===== src/rtl/bit_stuffer.sv =====
// Bit stuffer: inserts a 0 after every MAX_ONES consecutive 1s of a tagged serial stream.
// Latency: 1 cycle, registered outputs; stuff bits occupy their own output cycle.
// Backpressure: bstr_stall holds the serializer for the stuff cycle; downstream never stalls.
module bit_stuffer #(
    parameter int MAX_ONES = 6,
    parameter int STUFF_W  = 6
) (
    input  logic               clk,
    input  logic               rst_b,
    input  logic               bstr_in,
    input  logic [1:0]         bstr_in_ready,
    output logic               bstr_stall,
    output logic               bstr_out,
    output logic [1:0]         bstr_out_ready,
    output logic [STUFF_W-1:0] stuffed_out
);

    localparam int                 CNT_W      = $clog2(MAX_ONES + 1);
    localparam logic [CNT_W-1:0]   ONES_LIMIT = CNT_W'(MAX_ONES);
    localparam logic [STUFF_W-1:0] STUFF_MAX  = '1;
    localparam logic [1:0]         TAG_IDLE   = 2'b00;

    // ST_STUFF is the stuff_pending state: the next output cycle is a stuff 0.
    typedef enum logic {
        ST_PASS  = 1'b0,
        ST_STUFF = 1'b1
    } state_t;

    state_t             state_q, state_d;
    logic [CNT_W-1:0]   ones_q, ones_d;
    logic [1:0]         held_q, held_d;
    logic               out_d;
    logic [1:0]         tag_d;
    logic [STUFF_W-1:0] stuffed_d;

    // Per-packet bases: a tag change restarts both counters for the new bit.
    logic               new_pkt;
    logic [CNT_W-1:0]   ones_base;
    logic [CNT_W-1:0]   ones_inc;
    logic [STUFF_W-1:0] stuffed_base;
    logic [STUFF_W-1:0] stuffed_sat_inc;

    // Stall comes straight from the state register so there is no input-to-stall path.
    assign bstr_stall = (state_q == ST_STUFF);

    // Saturating increment of the stuffed-bit count; it must never wrap back to 0.
    assign stuffed_sat_inc = (stuffed_out == STUFF_MAX) ? STUFF_MAX
                                                        : stuffed_out + STUFF_W'(1);

    // Packet boundary detection and the counters a consumed bit builds on.
    always_comb begin
        new_pkt      = (bstr_in_ready != bstr_out_ready);
        ones_base    = new_pkt ? '0 : ones_q;
        stuffed_base = new_pkt ? '0 : stuffed_out;
        ones_inc     = ones_base + CNT_W'(1);
    end

    // Next-state and next-output logic; defaults describe an idle output cycle.
    always_comb begin
        state_d   = state_q;
        ones_d    = '0;
        held_d    = held_q;
        out_d     = 1'b1;
        tag_d     = TAG_IDLE;
        stuffed_d = '0;

        case (state_q)
            ST_STUFF: begin
                // Emit the stuff 0 under the tag of the bit that completed the run,
                // even if the serializer has already gone idle.
                out_d     = 1'b0;
                tag_d     = held_q;
                stuffed_d = stuffed_sat_inc;
                ones_d    = '0;
                state_d   = ST_PASS;
            end
            default: begin
                if (bstr_in_ready != TAG_IDLE) begin
                    out_d     = bstr_in;
                    tag_d     = bstr_in_ready;
                    stuffed_d = stuffed_base;
                    if (bstr_in) begin
                        ones_d = ones_inc;
                        if (ones_inc == ONES_LIMIT) begin
                            state_d = ST_STUFF;
                            held_d  = bstr_in_ready;
                        end
                    end else begin
                        ones_d = '0;
                    end
                end
            end
        endcase
    end

    // State and output registers; reset abandons any pending stuff bit.
    always_ff @(posedge clk) begin
        if (!rst_b) begin
            state_q        <= ST_PASS;
            ones_q         <= '0;
            held_q         <= TAG_IDLE;
            bstr_out       <= 1'b1;
            bstr_out_ready <= TAG_IDLE;
            stuffed_out    <= '0;
        end else begin
            state_q        <= state_d;
            ones_q         <= ones_d;
            held_q         <= held_d;
            bstr_out       <= out_d;
            bstr_out_ready <= tag_d;
            stuffed_out    <= stuffed_d;
        end
    end

endmodule


===== config.mk =====
export PLATFORM = sky130hd
export DESIGN_NAME = bit_stuffer
export DESIGN_NICKNAME = d
export VERILOG_FILES = /design/src/rtl/bit_stuffer.sv
export SDC_FILE = /design/constraint.sdc
export NUM_CORES = 1
export LEC_CHECK = 0
export CAP_MARGIN = 0
export CORE_MARGIN = 2
export CORE_UTILIZATION = 52
export CTS_BUF_LIST = sky130_fd_sc_hd__clkbuf_4 sky130_fd_sc_hd__clkbuf_8 sky130_fd_sc_hd__clkbuf_16
export DETAILED_ROUTE_END_ITERATION = 12
export PLACE_DENSITY = 0.92
export SYNTH_ARGS = -nofsm -noshare
export SYNTH_HDL_FRONTEND = slang
export SYNTH_SLANG_ARGS = --single-unit

===== constraint.sdc =====
create_clock -name clk -period 6.62 [get_ports clk]
set_clock_uncertainty 0.1 [all_clocks]
set_input_delay 1.324 -clock clk [delete_from_list [all_inputs] [get_ports clk]]
set_output_delay 1.324 -clock clk [all_outputs]
set_load 0.01 [all_outputs]

**Register map, names as in the netlist**

Scale bar: 10 um. Other sequential cells in the stronger grey, the rest of the logic in the fainter grey.
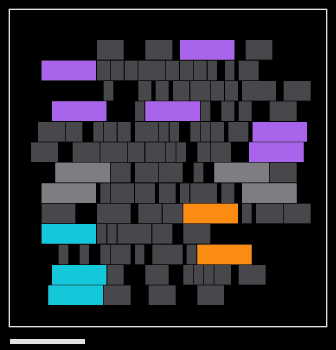
colour	signal	placed flops
cyan	`ones_q`	3
orange	`held_q`	2
purple	`stuffed_out`	6
not coloured	4

**Clock network drawn from the DEF**

Scale bar: 10 um.
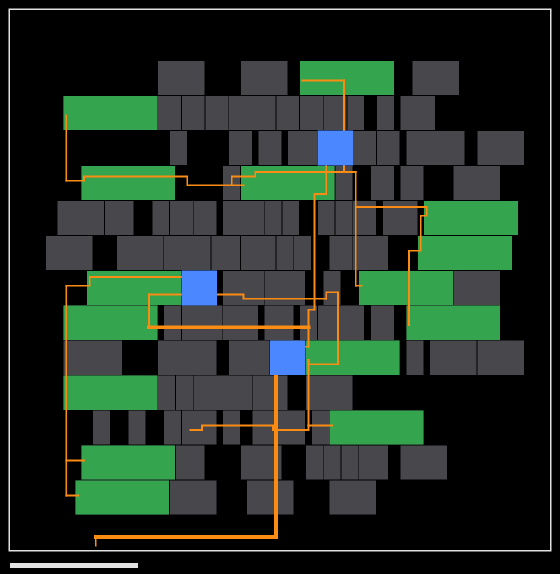
[blue] clock-net drivers | count: 3
[green] flip-flops | count: 15
[orange] clock wires | length: 199 um
routed clock nets	4

==> flow_metrics.py <==
# Flow results
metrics = {
    "synth": {
        "largest_area_cell": "dfxtp_1",
        "top_logic_kind": "simple AND/OR/NAND/NOR gates",
        "synth.distinct_cells": 26,
        "yosys_area_um2": 752,
        "synth.cell_area_um2": 752,
        "syn-instance-count": 90,
        "yosys.area_share.simple": 0.248,
        "ys.flops": 15,
        "ff_type": "dfxtp_1",
        "ys_sh_aoi": 0.168,
        "xor_area_frac": 0.0233,
        "synth.area.mux_share": 0.0666,
        "yosysTopAreaCellShare": 0.399,
        "edf_count": 0,
        "fa_ha_area_frac": 0.0499,
        "ys_seq_share": 0.399,
        "synth_warnings": 0,
        "synthesis.nets": 98,
        "avgSynthCellArea_um2": 8.36,
        "synthTopCellsByArea": "dfxtp_1, mux2i_1, nand2_1",
        "ys_async_sr_fraction": 0,
        "synth_stat.cells": 90,
    },
    "timing": {
        "finalWorstSetupSlack_ns": 2.99,
        "tns_ns": 0,
        "worstMarginPinSlew_ns": 0.487,
        "maxSlewHeadroom": 0.675,
        "holdWs_ns": 0.371,
        "slew_viol_final": 0,
        "timing.final.crit_share": 0.549,
        "rsz0062_at_grt": "no",
        "finalHoldViolations": 0,
        "fmax_mhz": 275,
        "setup_viol": 0,
        "min_period_ns": 3.63,
    },
    "die": {
        "io_pins": 15,
        "core_um2": 1330,
        "fp_util": 0.564,
        "chipArea_um2": 1770,
        "die_w_um": 42.0,
        "die_height_um": 42.0,
        "rows": 13,
    },
    "detailed_routing": {
        "antenna_left": 0,
        "wirelength_mm": 1.57,
        "drt-wirelength-per-cell_um": 13.2,
        "dr.first_iter.drc_count": 14,
        "vias": 673,
        "drcViolationCount": 0,
        "via_per_inst": 5.66,
        "dr.pass1.iters": 4,
    },
    "cts": {
        "cts_setup_buffers": 0,
        "path_clk_slew_ns": 0.09,
        "cts_buffers": 3,
        "cts_hold_buffers": 0,
        "cts-root-buf": "clkbuf_4",
        "clock_latency_ns": 0.28,
        "ctsResizeCount": 0,
        "h-tree-depth": 1,
        "cts_tree": "done",
        "cts.sinks": 15,
        "clk_path_buf_depth": 2,
    },
    "placed_design": {
        "place_congestion": 0.796,
        "placed_cell_area_um2": 888,
        "dp_slack_ns": 2.70,
        "dpl.hpwl_mm": 1.15,
        "numPortBuffers": 14,
    },
    "layout": {
        "mi_logic_area_um2": 418,
        "antenna_cells": 0,
        "fillers": 115,
        "final_cell_area_um2": 918,
        "layout.nets": 113,
        "mostFrequentLayoutCell": "dfxtp_1",
        "seqCellArea_um2": 300,
        "area.growth.synth_to_final_pct": 22.1,
        "layout-drive-gt1-share": 0.0769,
        "final_cell_mix": "dfxtp_1, clkdlybuf4s50_1, nand2_1",
    },
    "power_and_ir_drop": {
        "peakVddDrop_mv": 0.118,
        "power_uw": 164,
        "power_density_nw_per_um2": 178,
        "leakagePower_uw": 0.000325,
    },
    "worst_setup_path": {
        "required_ns": 6.74,
        "worstPathArrival_ns": 3.75,
        "path_class": "in -> reg",
        "start_kind": "primary input",
        "crit_fanout": 7,
        "worstSetupEndpointType": "register",
    },
    "outcome": {
        "status": "completed",
    },
    "global_route": {
        "grt_pass1_vias": 565,
        "antenna_found_initial": 0,
        "gr-total-overflow": 0,
        "grt_pass1_wl_mm": 2.49,
        "grt_max_degree": 16,
    },
    "job": {
        "drv_cap": 0,
        "warnings": 27,
    },
    "min_path": {
        "min-delay-path-class": "reg -> reg",
    },
}
**Congestion heat map**

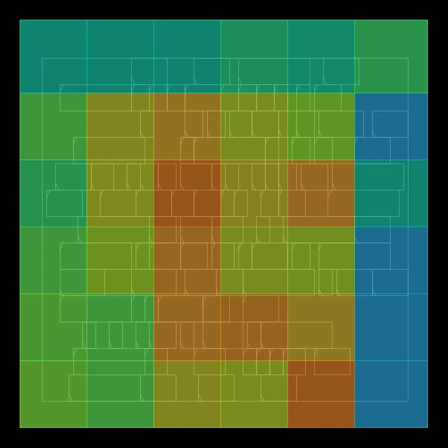
GR Util met1: 0.261
post-layout util: 0.689
met2 Track Usage GR: 0.266
GR Util met3: 0.0560
GRT Overall Usage: 0.186

**Logic cells by family**

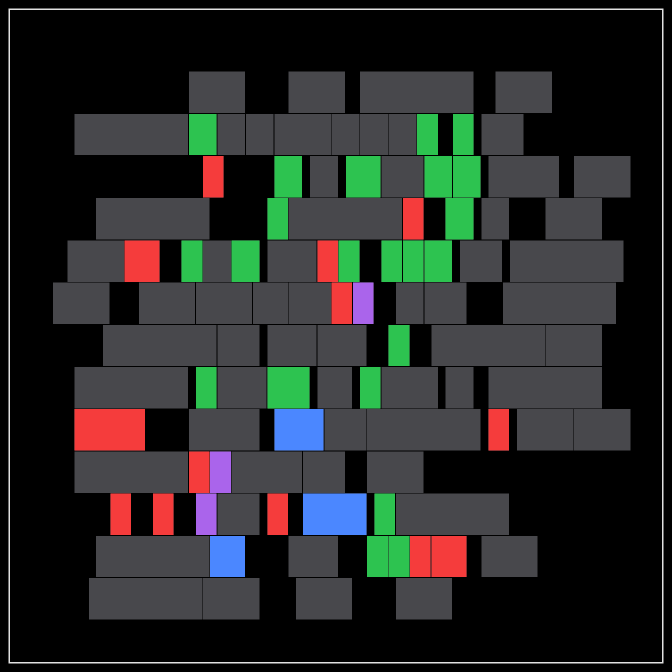
colour	family	cells
green	nand cells	22
purple	inv cells	3
blue	and/or cells	3
red	nor cells	13

## cell type report
class                      instances  area share
multi-input combinational         68       0.455
inverter                           3      0.0123
tap                               15      0.0204
timing repair buffer              14       0.153
clock buffer                       4      0.0327
sequential                        15       0.327
## Yosys cell counts (all sizes together), types with 3 or more instances
cell type  number
a21oi           4
clkbuf          3
dfxtp          15
ha              3
inv             3
mux2i           5
nand2          13
nand3           7
nor2           10
o21ai           7
## final timing paths
check | startpoint | end | slack, ns | depth (start not counted)
max | bstr_in_ready[1] | held_q[0] | 2.99 | 8
min | held_q[0] | held_q[0] | 0.37 | 2
max reg2reg | bstr_out_ready[1] | held_q[0] | 4.28 | 7
min reg2reg | held_q[0] | held_q[0] | 0.37 | 2
## per-layer routing
layer	global-route usage	up-vias	routed length [um]
li1	-	340	-
met2	0.266	28	733
met3	0.0560	2	110
met5	0	-	0
met4	0.0750	0	13
met1	0.261	303	714
## metrics by stage
| step | utilization | instances |
|---|---|---|
| after floorplan | - | 90 |
| after global placement | 0.666 | 115 |
| after detailed placement | 0.666 | 115 |
| after CTS | 0.689 | 119 |
| after global routing | 0.689 | 119 |
| final | 0.689 | 119 |
## registers in the layout (all words and copies together) (netlist names)
register / flops
stuffed_out: 6
held_q: 2
ones_q: 3
bstr_out_ready: 2
bstr_stall: 1
bstr_out: 1
## worst max-delay path: stages
cell and delay, ns:
clkdlybuf4s50_1 0.62, xor2_1 0.32, nor2_1 0.12, and2_1 0.20, ha_1 0.21, or4_4 0.53
a21oi_2 0.23, mux2i_1 0.20
## where the power goes
group	switching, uW	internal, uW	total, uW	leakage [uW]
clock network	29.8	27.5	57.3	0.0000184
logic	7.58	6.42	14.0	0.000185
registers	0.866	91.5	92.4	0.000122
total	38.3	125	164	0.000325
No activity file was given, so power comes from the tool's default toggle rates.
